===== config.mk =====
export PLATFORM = sky130hd
export DESIGN_NAME = boss_sequencer
export DESIGN_NICKNAME = d
export VERILOG_FILES = /design/src/rtl/stg_pkg.sv /design/src/rtl/tick_gen.sv /design/src/rtl/boss_sequencer.sv
export SDC_FILE = /design/constraint.sdc
export NUM_CORES = 1
export LEC_CHECK = 0
export ABC_AREA = 1
export CAP_MARGIN = 20
export CORE_MARGIN = 5
export CORE_UTILIZATION = 50
export CTS_BUF_LIST = sky130_fd_sc_hd__clkbuf_4
export CTS_CLUSTER_DIAMETER = 40
export DETAILED_ROUTE_END_ITERATION = 16
export PLACE_DENSITY_LB_ADDON = 0.12
export SYNTH_ARGS = -nofsm -noshare
export SYNTH_HDL_FRONTEND = slang
export SYNTH_SLANG_ARGS = --single-unit

===== constraint.sdc =====
create_clock -name clk_in -period 2.5 [get_ports clk_in]
set_input_delay 0.5 -clock clk_in [delete_from_list [all_inputs] [get_ports clk_in]]
set_output_delay 0.5 -clock clk_in [all_outputs]
set_load 0.02 [all_outputs]

===== src/rtl/stg_pkg.sv =====
// Shared stage definitions: playfield bounds, boss FSM states, phase encoding
// and the small helpers the boss sequencer uses for phase and patrol speed.
package stg_pkg;

  localparam int unsigned COORD_W    = 10;
  localparam int unsigned HP_W       = 8;
  localparam int unsigned PHASE_W    = 2;
  localparam int unsigned PLAY_MAX_X = 384;
  localparam int unsigned PLAY_MAX_Y = 448;

  typedef enum logic [2:0] {
    ST_IDLE,
    ST_ENTER,
    ST_MOVE_R,
    ST_DWELL_R,
    ST_MOVE_L,
    ST_DWELL_L,
    ST_TRANSITION,
    ST_DEFEATED
  } boss_state_t;

  typedef enum logic [PHASE_W-1:0] {
    PHASE_0 = 2'd0,
    PHASE_1 = 2'd1,
    PHASE_2 = 2'd2
  } boss_phase_t;

  typedef struct packed {
    logic [COORD_W-1:0] x;
    logic [COORD_W-1:0] y;
  } boss_pos_t;

  // Phase from remaining health against the two thresholds.
  function automatic boss_phase_t phase_of(input logic [HP_W-1:0] hp,
                                           input logic [HP_W-1:0] p2_hp,
                                           input logic [HP_W-1:0] p3_hp);
    if (hp > p2_hp) return PHASE_0;
    if (hp > p3_hp) return PHASE_1;
    return PHASE_2;
  endfunction

  // Patrol speed in pixels per tick for a given phase.
  function automatic logic [COORD_W-1:0] step_of(input boss_phase_t ph);
    case (ph)
      PHASE_0: return COORD_W'(1);
      PHASE_1: return COORD_W'(2);
      default: return COORD_W'(3);
    endcase
  endfunction

endpackage


===== src/rtl/tick_gen.sv =====
// Game-tick divider: registered strobe high for the one cycle the counter
// sits at TICK_DIV-1.
module tick_gen #(
  parameter int unsigned TICK_DIV = 4000
) (
  input  logic clk_in,
  input  logic reset,
  output logic tick_out
);

  localparam int unsigned CNT_W = (TICK_DIV > 1) ? $clog2(TICK_DIV) : 1;
  localparam logic [CNT_W-1:0] LAST = CNT_W'(TICK_DIV - 1);

  logic [CNT_W-1:0] cnt;
  logic [CNT_W-1:0] cnt_d;

  always_comb begin
    cnt_d = (cnt == LAST) ? '0 : cnt + CNT_W'(1);
  end

  // Strobe is registered alongside the counter so it tracks cnt == LAST.
  always_ff @(posedge clk_in or posedge reset) begin
    if (reset) begin
      cnt      <= '0;
      tick_out <= 1'b0;
    end else begin
      cnt      <= cnt_d;
      tick_out <= (cnt_d == LAST);
    end
  end

endmodule


===== src/rtl/boss_sequencer.sv =====
// Stage boss encounter controller: entry, patrol, hit/iframe handling,
// health-driven phase transitions and defeat; gates the pattern generator.
module boss_sequencer
  import stg_pkg::*;
#(
  parameter int unsigned TICK_DIV   = 4000,
  parameter int unsigned HOME_X     = 192,
  parameter int unsigned HOME_Y     = 100,
  parameter int unsigned X_MIN      = 64,
  parameter int unsigned X_MAX      = 320,
  parameter int unsigned MAX_HEALTH = 200,
  parameter int unsigned PHASE2_HP  = 120,
  parameter int unsigned PHASE3_HP  = 50,
  parameter int unsigned IFRAMES    = 8,
  parameter int unsigned DWELL      = 64,
  parameter int unsigned TRANS_HOLD = 32
) (
  input  logic               clk_in,
  input  logic               reset,
  input  logic               start,
  input  logic               hit_in,
  output logic [COORD_W-1:0] boss_x,
  output logic [COORD_W-1:0] boss_y,
  output logic [HP_W-1:0]    health,
  output logic [PHASE_W-1:0] phase,
  output logic [PHASE_W-1:0] pattern_sel,
  output logic               fire_en,
  output logic               invuln,
  output logic               defeated,
  output logic               tick_out
);

  localparam int unsigned HOLD_MAX = (DWELL > TRANS_HOLD) ? DWELL : TRANS_HOLD;
  localparam int unsigned HOLD_W   = $clog2(HOLD_MAX + 1);
  localparam int unsigned IFR_W    = $clog2(IFRAMES + 1);

  localparam logic [COORD_W-1:0] HOME_X_C = COORD_W'(HOME_X);
  localparam logic [COORD_W-1:0] HOME_Y_C = COORD_W'(HOME_Y);
  localparam logic [COORD_W-1:0] X_MIN_C  = COORD_W'(X_MIN);
  localparam logic [COORD_W-1:0] X_MAX_C  = COORD_W'(X_MAX);
  localparam logic [COORD_W-1:0] TSTEP_C  = COORD_W'(2);
  localparam logic [HP_W-1:0]    MAX_HP_C = HP_W'(MAX_HEALTH);
  localparam logic [HP_W-1:0]    P2_HP_C  = HP_W'(PHASE2_HP);
  localparam logic [HP_W-1:0]    P3_HP_C  = HP_W'(PHASE3_HP);
  localparam logic [HOLD_W-1:0]  DWELL_LAST = HOLD_W'(DWELL - 1);
  localparam logic [HOLD_W-1:0]  TRANS_LAST = HOLD_W'(TRANS_HOLD - 1);
  localparam logic [IFR_W-1:0]   IFR_LOAD   = IFR_W'(IFRAMES);

  boss_state_t        state, state_d;
  boss_pos_t          pos, pos_d;
  boss_phase_t        phase_q, phase_d;
  logic [HP_W-1:0]    health_q, health_d;
  logic [PHASE_W-1:0] psel_q, psel_d;
  logic               fire_q, fire_d;
  logic               inv_q, inv_d;
  logic               def_q, def_d;
  logic [IFR_W-1:0]   ifr_cnt, ifr_d;
  logic [HOLD_W-1:0]  hold_cnt, hold_d;
  logic               hit_q;

  logic               tick;
  logic               hit_edge;
  logic               fighting;
  logic [COORD_W-1:0] step;
  logic [COORD_W-1:0] x_right, x_left, x_home;

  tick_gen #(.TICK_DIV(TICK_DIV)) u_tick_gen (
    .clk_in   (clk_in),
    .reset    (reset),
    .tick_out (tick)
  );

  // Clamped candidate X positions, computed before any register update.
  always_comb begin
    step    = step_of(phase_q);
    x_right = (pos.x >= X_MAX_C - step) ? X_MAX_C : pos.x + step;
    x_left  = (pos.x <= X_MIN_C + step) ? X_MIN_C : pos.x - step;
    x_home  = HOME_X_C;
    if (pos.x < HOME_X_C) begin
      x_home = (pos.x + TSTEP_C >= HOME_X_C) ? HOME_X_C : pos.x + TSTEP_C;
    end else if (pos.x > HOME_X_C) begin
      x_home = (pos.x <= HOME_X_C + TSTEP_C) ? HOME_X_C : pos.x - TSTEP_C;
    end
  end

  // Next-state and datapath update.
  always_comb begin
    state_d  = state;
    pos_d    = pos;
    health_d = health_q;
    psel_d   = psel_q;
    fire_d   = fire_q;
    inv_d    = inv_q;
    def_d    = def_q;
    ifr_d    = ifr_cnt;
    hold_d   = hold_cnt;
    phase_d  = phase_of(health_q, P2_HP_C, P3_HP_C);
    hit_edge = hit_in & ~hit_q;
    fighting = state inside {ST_MOVE_R, ST_DWELL_R, ST_MOVE_L, ST_DWELL_L};

    // An accepted hit reloads the iframe counter, pre-empting that tick's decrement.
    if (fighting) begin
      if (hit_edge && !inv_q) begin
        health_d = (health_q != '0) ? health_q - HP_W'(1) : health_q;
        inv_d    = 1'b1;
        ifr_d    = IFR_LOAD;
      end else if (tick && inv_q) begin
        if (ifr_cnt <= IFR_W'(1)) begin
          inv_d = 1'b0;
          ifr_d = '0;
        end else begin
          ifr_d = ifr_cnt - IFR_W'(1);
        end
      end
    end

    case (state)
      ST_IDLE: begin
        if (start) state_d = ST_ENTER;
      end
      ST_ENTER: begin
        if (tick) begin
          pos_d.y = pos.y + COORD_W'(1);
          if (pos_d.y == HOME_Y_C) begin
            state_d = ST_MOVE_R;
            fire_d  = 1'b1;
            psel_d  = phase_q;
          end
        end
      end
      ST_MOVE_R: begin
        if (tick) begin
          pos_d.x = x_right;
          if (x_right == X_MAX_C) begin
            state_d = ST_DWELL_R;
            hold_d  = '0;
          end
        end
      end
      ST_MOVE_L: begin
        if (tick) begin
          pos_d.x = x_left;
          if (x_left == X_MIN_C) begin
            state_d = ST_DWELL_L;
            hold_d  = '0;
          end
        end
      end
      ST_DWELL_R, ST_DWELL_L: begin
        if (tick) begin
          if (hold_cnt == DWELL_LAST) begin
            state_d = (state == ST_DWELL_R) ? ST_MOVE_L : ST_MOVE_R;
            hold_d  = '0;
          end else begin
            hold_d = hold_cnt + HOLD_W'(1);
          end
        end
      end
      ST_TRANSITION: begin
        // Hold counting only starts once the boss is parked at HOME_X.
        if (tick) begin
          if (pos.x != HOME_X_C) begin
            pos_d.x = x_home;
          end else if (hold_cnt == TRANS_LAST) begin
            state_d = ST_MOVE_R;
            fire_d  = 1'b1;
            psel_d  = phase_q;
            inv_d   = 1'b0;
            ifr_d   = '0;
            hold_d  = '0;
          end else begin
            hold_d = hold_cnt + HOLD_W'(1);
          end
        end
      end
      ST_DEFEATED: begin
        fire_d = 1'b0;
        inv_d  = 1'b0;
      end
      default: state_d = ST_IDLE;
    endcase

    // Defeat outranks a phase change seen in the same cycle.
    if (fighting && health_q == '0) begin
      state_d = ST_DEFEATED;
      pos_d   = pos;
      def_d   = 1'b1;
      fire_d  = 1'b0;
      inv_d   = 1'b0;
      ifr_d   = '0;
    end else if (fighting && phase_d > phase_q) begin
      state_d = ST_TRANSITION;
      fire_d  = 1'b0;
      inv_d   = 1'b1;
      ifr_d   = '0;
      hold_d  = '0;
    end
  end

  always_ff @(posedge clk_in or posedge reset) begin
    if (reset) begin
      state    <= ST_IDLE;
      pos      <= '{x: HOME_X_C, y: '0};
      health_q <= MAX_HP_C;
      phase_q  <= PHASE_0;
      psel_q   <= '0;
      fire_q   <= 1'b0;
      inv_q    <= 1'b0;
      def_q    <= 1'b0;
      ifr_cnt  <= '0;
      hold_cnt <= '0;
      hit_q    <= 1'b0;
    end else begin
      state    <= state_d;
      pos      <= pos_d;
      health_q <= health_d;
      phase_q  <= phase_d;
      psel_q   <= psel_d;
      fire_q   <= fire_d;
      inv_q    <= inv_d;
      def_q    <= def_d;
      ifr_cnt  <= ifr_d;
      hold_cnt <= hold_d;
      hit_q    <= hit_in;
    end
  end

  assign boss_x      = pos.x;
  assign boss_y      = pos.y;
  assign health      = health_q;
  assign phase       = phase_q;
  assign pattern_sel = psel_q;
  assign fire_en     = fire_q;
  assign invuln      = inv_q;
  assign defeated    = def_q;
  assign tick_out    = tick;

endmodule

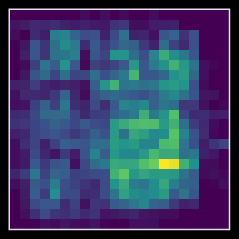
Figure 1: routed metal per tile.
Scale: 2 px per µm. The die is cut into 22 by 22 equal tiles; dark purple is low, yellow is high, scaled to the fullest tile. Values are wire area over tile area, all layers added.
12% of the tiles are over half the peak. The densest ninth of the die: centre. The fullest tile reaches 0.86. 16% of the tiles are nearly empty. The mean over all tiles is 0.20.

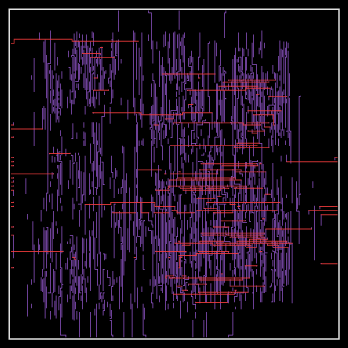
Figure 2: signal wires by layer.
Scale: 3 px per µm. Two of the layers only.
Purple marks met2, wire length 6,670 µm. Red marks met3, wire length 1,090 µm.

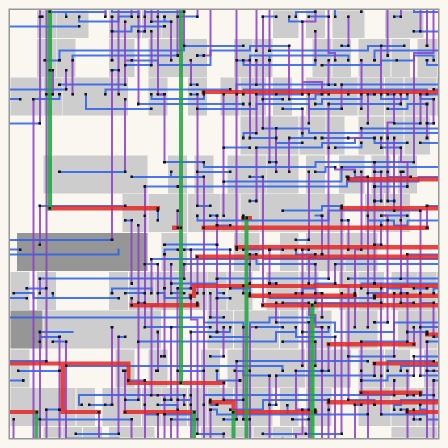
Figure 3: close-up of the layout.
Region (40, 40) to (70, 70) µm. Cells in grey, sequential cells in the stronger grey; small squares are vias.
Red marks met3. Green marks met4. Blue marks met1. Purple marks met2.
Sequential cells in the window: 1. Most frequent: nand2_1 (17), nand3_1 (11), inv_1 (10). Netlist names of flops here include boss_x (1). 105 logic cells have their middle in the window.

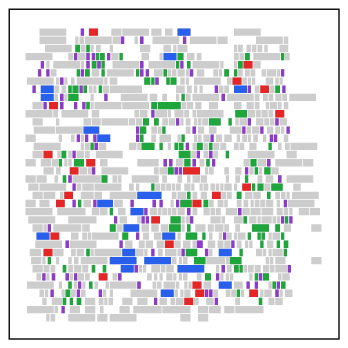
Figure 4: gate-type map.
Scale: 3 px per µm.
Purple marks inverters, cells 117, most used inv_1, where spread over the die. Blue marks adder and majority cells, cells 21, most used ha_1. Red marks XOR/XNOR gates, cells 24, most used xor2_1, where spread over the die. Green marks NOR gates, cells 119, most used nor2_1.

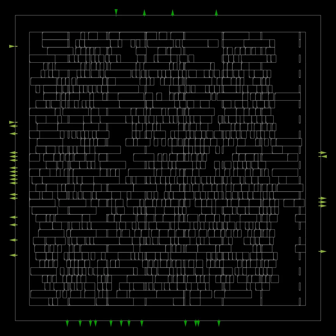
Figure 5: cell placement.
Final Util: 0.653
# fillers: 854

==> results_dict.tcl <==
# place-and-route summary
set metrics [dict create \
    slew_viol_final 0 \
    area_growth_pct 28.0 \
    status "complete, no violations" \
    dp_cells 932 \
    postSynthSeqShare 0.320 \
    fin_nets 854 \
    rsz0062_at_grt "true" \
    cts.sinks 63 \
    synth-edff-count 0 \
    clk_latency_ps 430 \
    crit_path_max_fanout 12 \
    comb_share 0.494 \
    critical_path_arrival_ps 2800 \
    postSynth.topFlopCell "dfrtp_1" \
    tool_warnings 35 \
    biggestCellCategory "combinational gates" \
    buffer_area_frac 0.137 \
    ant_nets 0 \
    flop-count 63 \
    cts.clk_slew.worst_paths_ps 130 \
    portBuffers 39 \
    grt_first_pass_wirelength_mm 23.7 \
    seq_area_frac 0.251 \
    fin_cells 967 \
    grt_overflow_total 0 \
    avgSynthCellArea_um2 6.77 \
    buffers 98 \
    num_vias 5242 \
    finalCritPeriodShare 0.993 \
]
==> timing repair <==
action,4_1_cts,5_1_grt
resized,6,74
pin swaps,7,24
buffers inserted,4,15
setup endpoints to repair,5,18
endpoints found under the hold margin,0,0
==> critical path, stage by stage, from the launching register on <==
cell and delay, ps:
dfrtp_1 420, inv_1 90, nand2_2 60, ha_1 340
inv_1 90, nand2_1 60, nand2_1 40, nand2_1 60
nand2_1 70, nand2_1 120, nand2_4 120, nand2_1 140
inv_1 50, nor2_1 110, nand3_1 70, a21oi_1 150
nand2_2 70, nand2_2 100, nand2_2 80, nand2_1 80
nand2_1 50
==> path summary, 6_finish.rpt <==
path                                start              to  slack (ps)  cells after the start
max                              phase[1]        state[2]          20                     20
min reg2reg                pattern_sel[0]  pattern_sel[0]         520                      1
min in group clk_in        pattern_sel[0]  pattern_sel[0]         520                      1
max in group asynchronous           reset       health[7]        1720                      3
max reg2reg                      phase[1]        state[2]          20                     20
min                                 reset  pattern_sel[1]         450                      3
==> power groups by stage <==
stage / clock [µW] / sequential (µW) / combinational (µW)
global route: 813 / 1430 / 2590
global placement: 0 / 1400 / 1960
detailed placement: 0 / 1410 / 2000
floorplan: 0 / 1470 / 1260
CTS: 763 / 1390 / 2070
finish: 741 / 1400 / 2340
==> sequential cells by signal, summed over array words and instances (netlist names) <==
name	flops
phase	2
u_tick_gen.cnt	12
defeated	1
hit_q	1
health	8
boss_x	10
u_tick_gen.tick_out	1
boss_y	10
hold_cnt	7
invuln	1
pattern_sel	2
state	3
ifr_cnt	4
fire_en	1
==> layer usage <==
metal  share of wire  vias up  track usage  routed length (µm)
met3           0.075       40       0.0511                1090
met2            0.46      207        0.386                6670
met4           0.027        0       0.0855                 395
met5               0        -            0                   0
li1                -     2579            -                   -
met1            0.43     2416        0.342                6260
==> placed cells by master, fill, tap and decap left out, types with 10 or more instances in the layout <==
cell,count
nand2_1,155
inv_1,92
nor2_1,66
dfrtp_1,56
buf_4,55
nand3_1,54
o21ai_0,45
clkdlybuf4s50_1,39
a21oi_1,27
inv_2,23
nand2_2,23
nor3_1,19
xor2_1,18
nand4_1,16
nor2_2,14
ha_1,14
nor2_4,10
==> Yosys cell counts (all sizes together), types with 3 or more instances <==
| cell type | count | area share |
|---|---|---|
| o22ai | 3 | 0.0038 |
| o21ai | 52 | 0.053 |
| dfrtp | 58 | 0.29 |
| nor4 | 6 | 0.012 |
| nor3 | 23 | 0.023 |
| nor2 | 90 | 0.081 |
| dfstp | 5 | 0.027 |
| ha | 20 | 0.051 |
| a21oi | 32 | 0.034 |
| clkbuf | 3 | 0.0023 |
| buf | 7 | 0.0099 |
| inv | 115 | 0.087 |
| a211oi | 3 | 0.0046 |
| xnor2 | 5 | 0.0089 |
| nand2 | 184 | 0.15 |
| xor2 | 19 | 0.034 |
| o211ai | 6 | 0.0091 |
| nand4 | 16 | 0.020 |
| nand3 | 61 | 0.062 |
==> kinds of logic after synthesis <==
family / Yosys count / share of synthesized area
xor+xnor: 24 / 0.0426
buf+inv: 127 / 0.101
simple gates: 384 / 0.352
fa+ha+maj: 21 / 0.0547
mux: 2 / 0.00456
compound gates: 109 / 0.125
flops: 63 / 0.320
Power and IR drop assume default switching activity.
